**Routing congestion map**

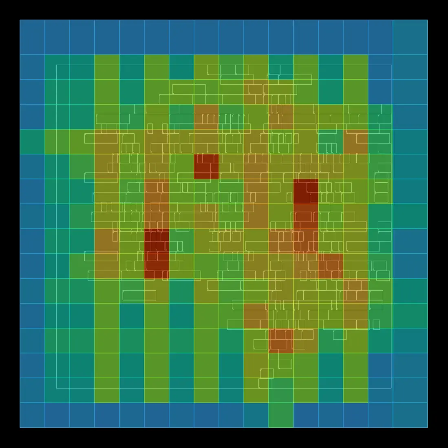
**Floorplan with the power grid**

Scale bar: 20 um. Pins as bars on the die edge. Tap cells in grey.
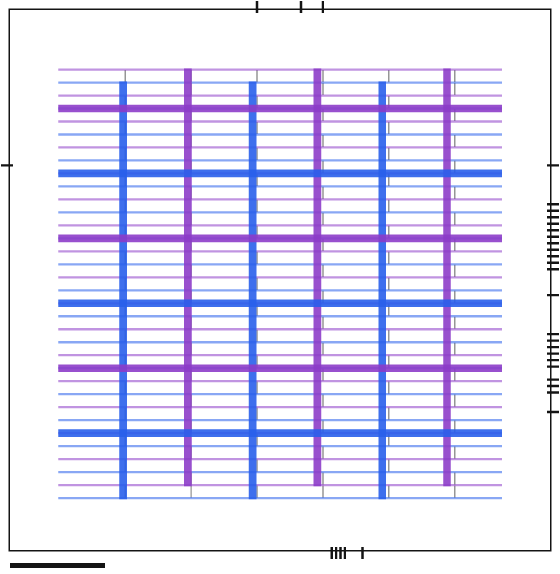
**Metal layers overlaid**

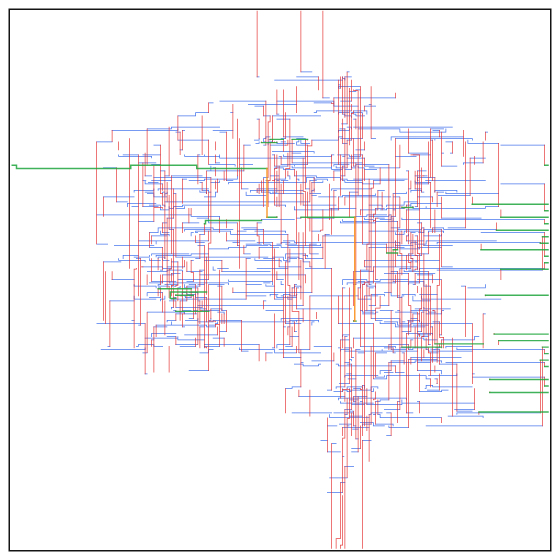
**Placed cells, one colour a class**

Scale bar: 20 um.
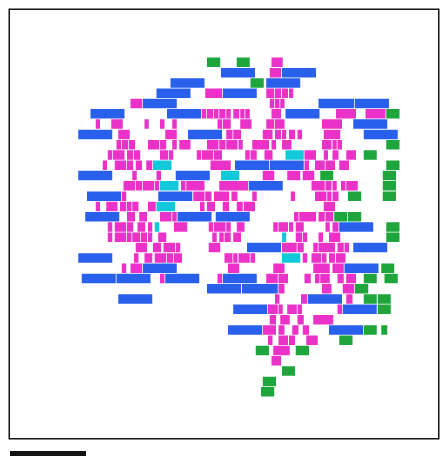
**config.mk**
```make
export PLATFORM = sky130hd
export DESIGN_NAME = bcd_countdown_timer_flat
export DESIGN_NICKNAME = d
export VERILOG_FILES = /design/src/rtl/bcd_countdown_timer_if.sv /design/src/rtl/bcd_countdown_timer.sv /design/src/flat_wrapper.sv
export SDC_FILE = /design/constraint.sdc
export NUM_CORES = 1
export LEC_CHECK = 0
export CORE_MARGIN = 10
export CORE_UTILIZATION = 30
export CTS_CLUSTER_DIAMETER = 60
export DETAILED_ROUTE_END_ITERATION = 10
export SYNTH_ARGS = -nofsm -noshare
export SYNTH_HDL_FRONTEND = slang
export SYNTH_SLANG_ARGS = --single-unit
```
**constraint.sdc**
```tcl
create_clock -name clk -period 5.4 [get_ports clk]
set_clock_uncertainty 0.2 [all_clocks]
set_input_delay 0.81 -clock clk [delete_from_list [all_inputs] [get_ports clk]]
set_output_delay 0.81 -clock clk [all_outputs]
set_load 0.03 [all_outputs]
```
**src/rtl/bcd_countdown_timer_if.sv**
```systemverilog
// ---------------------------------------------------------------------------
// bcd_countdown_timer_if
// Bundles the control and status signals of the BCD countdown timer.
//
// Parameter:
//   DIGITS      number of BCD digits carried on load_value / count
//
// Signals:
//   enable      count permission from the access controller
//   reconfig    synchronous reload request
//   load_value  BCD value applied on reconfig
//   count       current BCD count towards the seven-segment decoders
//   tick        one-cycle pulse on each count step
//   TimeOut     one-cycle pulse when the count reaches zero
//   busy        high while the timer is running
//   load_err    one-cycle pulse when load_value is rejected
//
// Modports:
//   master      controller side (drives enable/reconfig/load_value)
//   slave       timer side (drives count and status)
// ---------------------------------------------------------------------------
interface bcd_countdown_timer_if #(
    parameter int DIGITS = 3
);
    logic                  enable;
    logic                  reconfig;
    logic [4*DIGITS-1:0]   load_value;
    logic [4*DIGITS-1:0]   count;
    logic                  tick;
    logic                  TimeOut;
    logic                  busy;
    logic                  load_err;

    modport master (
        output enable, reconfig, load_value,
        input  count, tick, TimeOut, busy, load_err
    );

    modport slave (
        input  enable, reconfig, load_value,
        output count, tick, TimeOut, busy, load_err
    );
endinterface

```
**src/rtl/bcd_countdown_timer.sv**
```systemverilog
// ---------------------------------------------------------------------------
// bcd_countdown_timer
// Prescaled multi-digit BCD down-counter. Every TICK_CYCLES enabled clocks
// the count steps down by one (BCD with borrow); reaching zero raises a
// one-cycle TimeOut pulse. A reconfig request reloads the count at any time.
//
// Parameters:
//   TICK_CYCLES  enabled clock cycles per count step (>= 2)
//   DIGITS       number of BCD digits (1..8)
//   START_BCD    reset / fallback reload value, every nibble <= 9
//
// Ports:
//   clk          system clock, rising edge
//   rst          asynchronous active-low reset
//   bus          slave modport of bcd_countdown_timer_if
//
// Build option:
//   AUTO_RELOAD_EN  when defined, expiry reloads the last accepted load value
//                   and keeps running (periodic timer) instead of entering
//                   DONE.
// ---------------------------------------------------------------------------
module bcd_countdown_timer #(
    parameter int                  TICK_CYCLES = 50000000,
    parameter int                  DIGITS      = 3,
    parameter logic [4*DIGITS-1:0] START_BCD   = (4*DIGITS)'(12'h120)
) (
    input  logic                   clk,
    input  logic                   rst,
    bcd_countdown_timer_if.slave   bus
);

    localparam int W  = 4 * DIGITS;
    localparam int PW = (TICK_CYCLES > 1) ? $clog2(TICK_CYCLES) : 1;
    localparam logic [PW-1:0] TERMINAL = PW'(TICK_CYCLES - 1);
    localparam logic [W-1:0]  ONE      = W'(1);

    typedef enum logic [1:0] {
        IDLE = 2'd0,
        RUN  = 2'd1,
        DONE = 2'd2
    } state_t;

    state_t          state;
    logic [PW-1:0]   prescaler;
    logic [W-1:0]    count_r;
    logic [W-1:0]    last_load;
    logic            tick_r;
    logic            timeout_r;
    logic            busy_r;
    logic            load_err_r;

    // Ripple a borrow up from the ones digit: a zero digit becomes 9 and
    // passes the borrow on, the first non-zero digit absorbs it.
    function automatic logic [W-1:0] bcd_dec(input logic [W-1:0] v);
        logic [W-1:0] r;
        logic         borrow;
        r      = v;
        borrow = 1'b1;
        for (int i = 0; i < DIGITS; i++) begin
            if (borrow) begin
                if (v[4*i +: 4] == 4'd0) begin
                    r[4*i +: 4] = 4'd9;
                end else begin
                    r[4*i +: 4] = v[4*i +: 4] - 4'd1;
                    borrow      = 1'b0;
                end
            end
        end
        return r;
    endfunction

    function automatic logic is_valid_bcd(input logic [W-1:0] v);
        logic ok;
        ok = 1'b1;
        for (int i = 0; i < DIGITS; i++) begin
            if (v[4*i +: 4] > 4'd9) begin
                ok = 1'b0;
            end
        end
        return ok;
    endfunction

    // Single state machine: reconfig overrides everything in any state, so
    // a reload always lands in IDLE with a clean prescaler and no pulses.
    // A count of 1 at the terminal prescaler value is the expiry step.
    always_ff @(posedge clk or negedge rst) begin
        if (!rst) begin
            state      <= IDLE;
            prescaler  <= '0;
            count_r    <= START_BCD;
            last_load  <= START_BCD;
            tick_r     <= 1'b0;
            timeout_r  <= 1'b0;
            busy_r     <= 1'b0;
            load_err_r <= 1'b0;
        end else begin
            tick_r     <= 1'b0;
            timeout_r  <= 1'b0;
            load_err_r <= 1'b0;

            if (bus.reconfig) begin
                state     <= IDLE;
                prescaler <= '0;
                busy_r    <= 1'b0;
                if (is_valid_bcd(bus.load_value)) begin
                    count_r   <= bus.load_value;
                    last_load <= bus.load_value;
                end else begin
                    count_r    <= START_BCD;
                    load_err_r <= 1'b1;
                end
            end else begin
                case (state)
                    IDLE: begin
                        if (bus.enable) begin
                            prescaler <= '0;
                            if (count_r == '0) begin
                                timeout_r <= 1'b1;
`ifdef AUTO_RELOAD_EN
                                count_r <= last_load;
                                state   <= RUN;
                                busy_r  <= 1'b1;
`else
                                state   <= DONE;
                                busy_r  <= 1'b0;
`endif
                            end else begin
                                state  <= RUN;
                                busy_r <= 1'b1;
                            end
                        end
                    end

                    RUN: begin
                        busy_r <= 1'b1;
                        if (bus.enable) begin
                            if (prescaler == TERMINAL) begin
                                prescaler <= '0;
                                tick_r    <= 1'b1;
                                if (count_r == ONE || count_r == '0) begin
                                    timeout_r <= 1'b1;
`ifdef AUTO_RELOAD_EN
                                    count_r <= last_load;
`else
                                    count_r <= '0;
                                    state   <= DONE;
                                    busy_r  <= 1'b0;
`endif
                                end else begin
                                    count_r <= bcd_dec(count_r);
                                end
                            end else begin
                                prescaler <= prescaler + 1'b1;
                            end
                        end
                    end

                    DONE: begin
                        busy_r  <= 1'b0;
                        count_r <= '0;
                    end

                    default: begin
                        state  <= IDLE;
                        busy_r <= 1'b0;
                    end
                endcase
            end
        end
    end

    assign bus.count    = count_r;
    assign bus.tick     = tick_r;
    assign bus.TimeOut  = timeout_r;
    assign bus.busy     = busy_r;
    assign bus.load_err = load_err_r;

endmodule

```
**src/flat_wrapper.sv**
```systemverilog
// flat-port wrapper written by rule: the top's interface ports become plain ports
module bcd_countdown_timer_flat 
#(
    parameter int                  TICK_CYCLES = 50000000,
    parameter int                  DIGITS      = 3,
    parameter logic [4*DIGITS-1:0] START_BCD   = (4*DIGITS)'(12'h120)
)
  (clk, rst, bus_enable, bus_reconfig, bus_load_value, bus_count, bus_tick, bus_TimeOut, bus_busy, bus_load_err);
  bcd_countdown_timer_if #(.DIGITS(DIGITS)) bus_i ();
  input  logic clk;
  input  logic rst;
  input wire logic [$bits(bus_i.enable)-1:0] bus_enable;
  input wire logic [$bits(bus_i.reconfig)-1:0] bus_reconfig;
  input wire logic [$bits(bus_i.load_value)-1:0] bus_load_value;
  output wire logic [$bits(bus_i.count)-1:0] bus_count;
  output wire logic [$bits(bus_i.tick)-1:0] bus_tick;
  output wire logic [$bits(bus_i.TimeOut)-1:0] bus_TimeOut;
  output wire logic [$bits(bus_i.busy)-1:0] bus_busy;
  output wire logic [$bits(bus_i.load_err)-1:0] bus_load_err;
  assign bus_i.enable = bus_enable;
  assign bus_i.reconfig = bus_reconfig;
  assign bus_i.load_value = bus_load_value;
  assign bus_count = bus_i.count;
  assign bus_tick = bus_i.tick;
  assign bus_TimeOut = bus_i.TimeOut;
  assign bus_busy = bus_i.busy;
  assign bus_load_err = bus_i.load_err;
  bcd_countdown_timer #(.TICK_CYCLES(TICK_CYCLES), .DIGITS(DIGITS), .START_BCD(START_BCD)) u_core (.clk(clk), .rst(rst), .bus(bus_i));
endmodule
```
==> notes.md <==
yosys + openroad results -> Tightest Pin Transition=1.10 ns, Max Cap Viol=0, die area=12,800 sq um, OpenROAD warnings=28, top-count cell post-synth=nor2_1, CTS H-Tree Depth=2, Port-buffer cells=31, pre-CTS WS=2.00 ns, Initial Utilization=31.2%, die width=113 um, CP Launch Type=input pin, switch share=35.2%, met1 wire length=2.98 mm, Reg area=1100 sq um, metal2 WL=2.89 mm, Critical Path AT=3.00 ns, Max stage delay on crit path=0.70 ns, period utilization=57.0%, Final Routed Wirelength=6.19 mm, Worst Setup End Kind=flip-flop, VDD IR-drop max=118 uV, met2 usage=15.9%, setup bufs post-CTS=0, synth unique cells=53, Pwr per Cell Area=304 nW/um^2, Worst-path clk slew=0.08 ns, R2R Path Start=u_core.prescaler[8], 1st-pass router iterations=4, post-synthesis cell count=283, Power Clock=214 uW, yosys aoi share=15.8%, FP Rows=33, post-route ant nets=0, top cells by count=nor2_1 (44), dfrtp_1 (42), xnor2_1 (20), # clk buffers=8, Hold EP=u_core.prescaler[3], Top cells excl fill/tap=nor2_1 (44), dfrtp_1 (42), clkdlybuf4s50_1 (30), routability cong.=0.808, # Cells Yosys=283, register share after synthesis=42.4%, maximum fanout along the worst path=12, Seq area share=35.8%, met3 wire len=287 um, first-pass GRT wire length=10.4 mm, crit path from=bus_enable, sequential power share=43.2%, number of flip-flops and latches=44, Hold Vio Cnt, Final=0, gr ovfl total=0, IO Pins=32, DR WL/cell=14.8 um, Power Combinational=318 uW, share of cells above drive strength 1=7.37%, Most flops, register=u_core.prescaler, clk tree area frac=2.92%, Critical Path Stages=6, Top-area cell share=40.4%, power share of the combinational group=34.0%, TritonCTS Buffers=5, syn nets=305, Worst Hold Launch=u_core.prescaler[3], clock power share=22.8%, Final TNS setup=0 ns, Pins Over Slew Limit=0, Layout Nets=333, max layer used=met4, Finished Cell Area=3080 sq um, total track usage=9.57%, TAP cells=105, #MultiIn Comb=214, Largest cells by area=dfrtp_1 (40%), xnor2_1 (6.7%), nor2_1 (6.3%), Commonest Layout Cell=nor2_1, met1 Use GR=12.0%, cell mode on critical path=nor4_1, Period minus WS final=3.08 ns, Post-synth regs=44, cell area after synthesis=2600 sq um, Latency at later pin=0.29 ns, Critical Path RT=5.32 ns, clock sinks=44, CTS max path bufs=2, XOR/XNOR Area Share=7.74%, final hold slack=0.376 ns, Placed Cells incl. Taps=409, Setup CP Type=in2reg, CTS root buf=clkbuf_8, Comb/total area=45.2%, reg2reg end=u_core.prescaler[25], worst-path cell chain=clkdlybuf4s50_1 -> nor2b_1 -> o2111ai_2 -> nor4_1 -> and4_1 -> nor4_1, Die Y=113 um, r2r worst-path depth=5, Via Count=2,176, static leakage=0.00121 uW, Mux area share=2.69%, Starting DRT DRC Count=80, Async S/R FF share, synth=100%, Post-synth EDFFs=0, inverters=15, Non-Filler Instances=417, Int Power=607 uW, crit path capture=u_core.prescaler[25], detailed placement HPWL=4.59 mm, fillcell total=857, status=completed, worst hold path class=reg2reg, YS warnings=0, yosys synthesis chip area=2600 sq um, drc violations=0, Buf+Inv Stages, Crit Path=1, vias in the first global route=2,157, and+or+nand+nor area frac=24.4%
Notes on 'routing congestion map' above:
GR peak layer: met2
met3 usage: 2.64%
final core occ: 36.9%

Notes on 'floorplan with the power grid' above:
net	colour
VSS	blue
VDD	purple
met5 straps	6
met4 straps	6

Notes on 'metal layers overlaid' above:
layer	colour	wire length
met3	green	287 um
met4	orange	32.0 um
met1	blue	2,980 um
met2	red	2,890 um

Notes on 'placed cells, one colour a class' above:
class	colour	cells
other buffers and delay cells	green	31
clock drivers and dummy loads	cyan	8
all other logic	magenta	229
flip-flops	blue	44

No activity file was given, so power comes from the tool's default toggle rates.
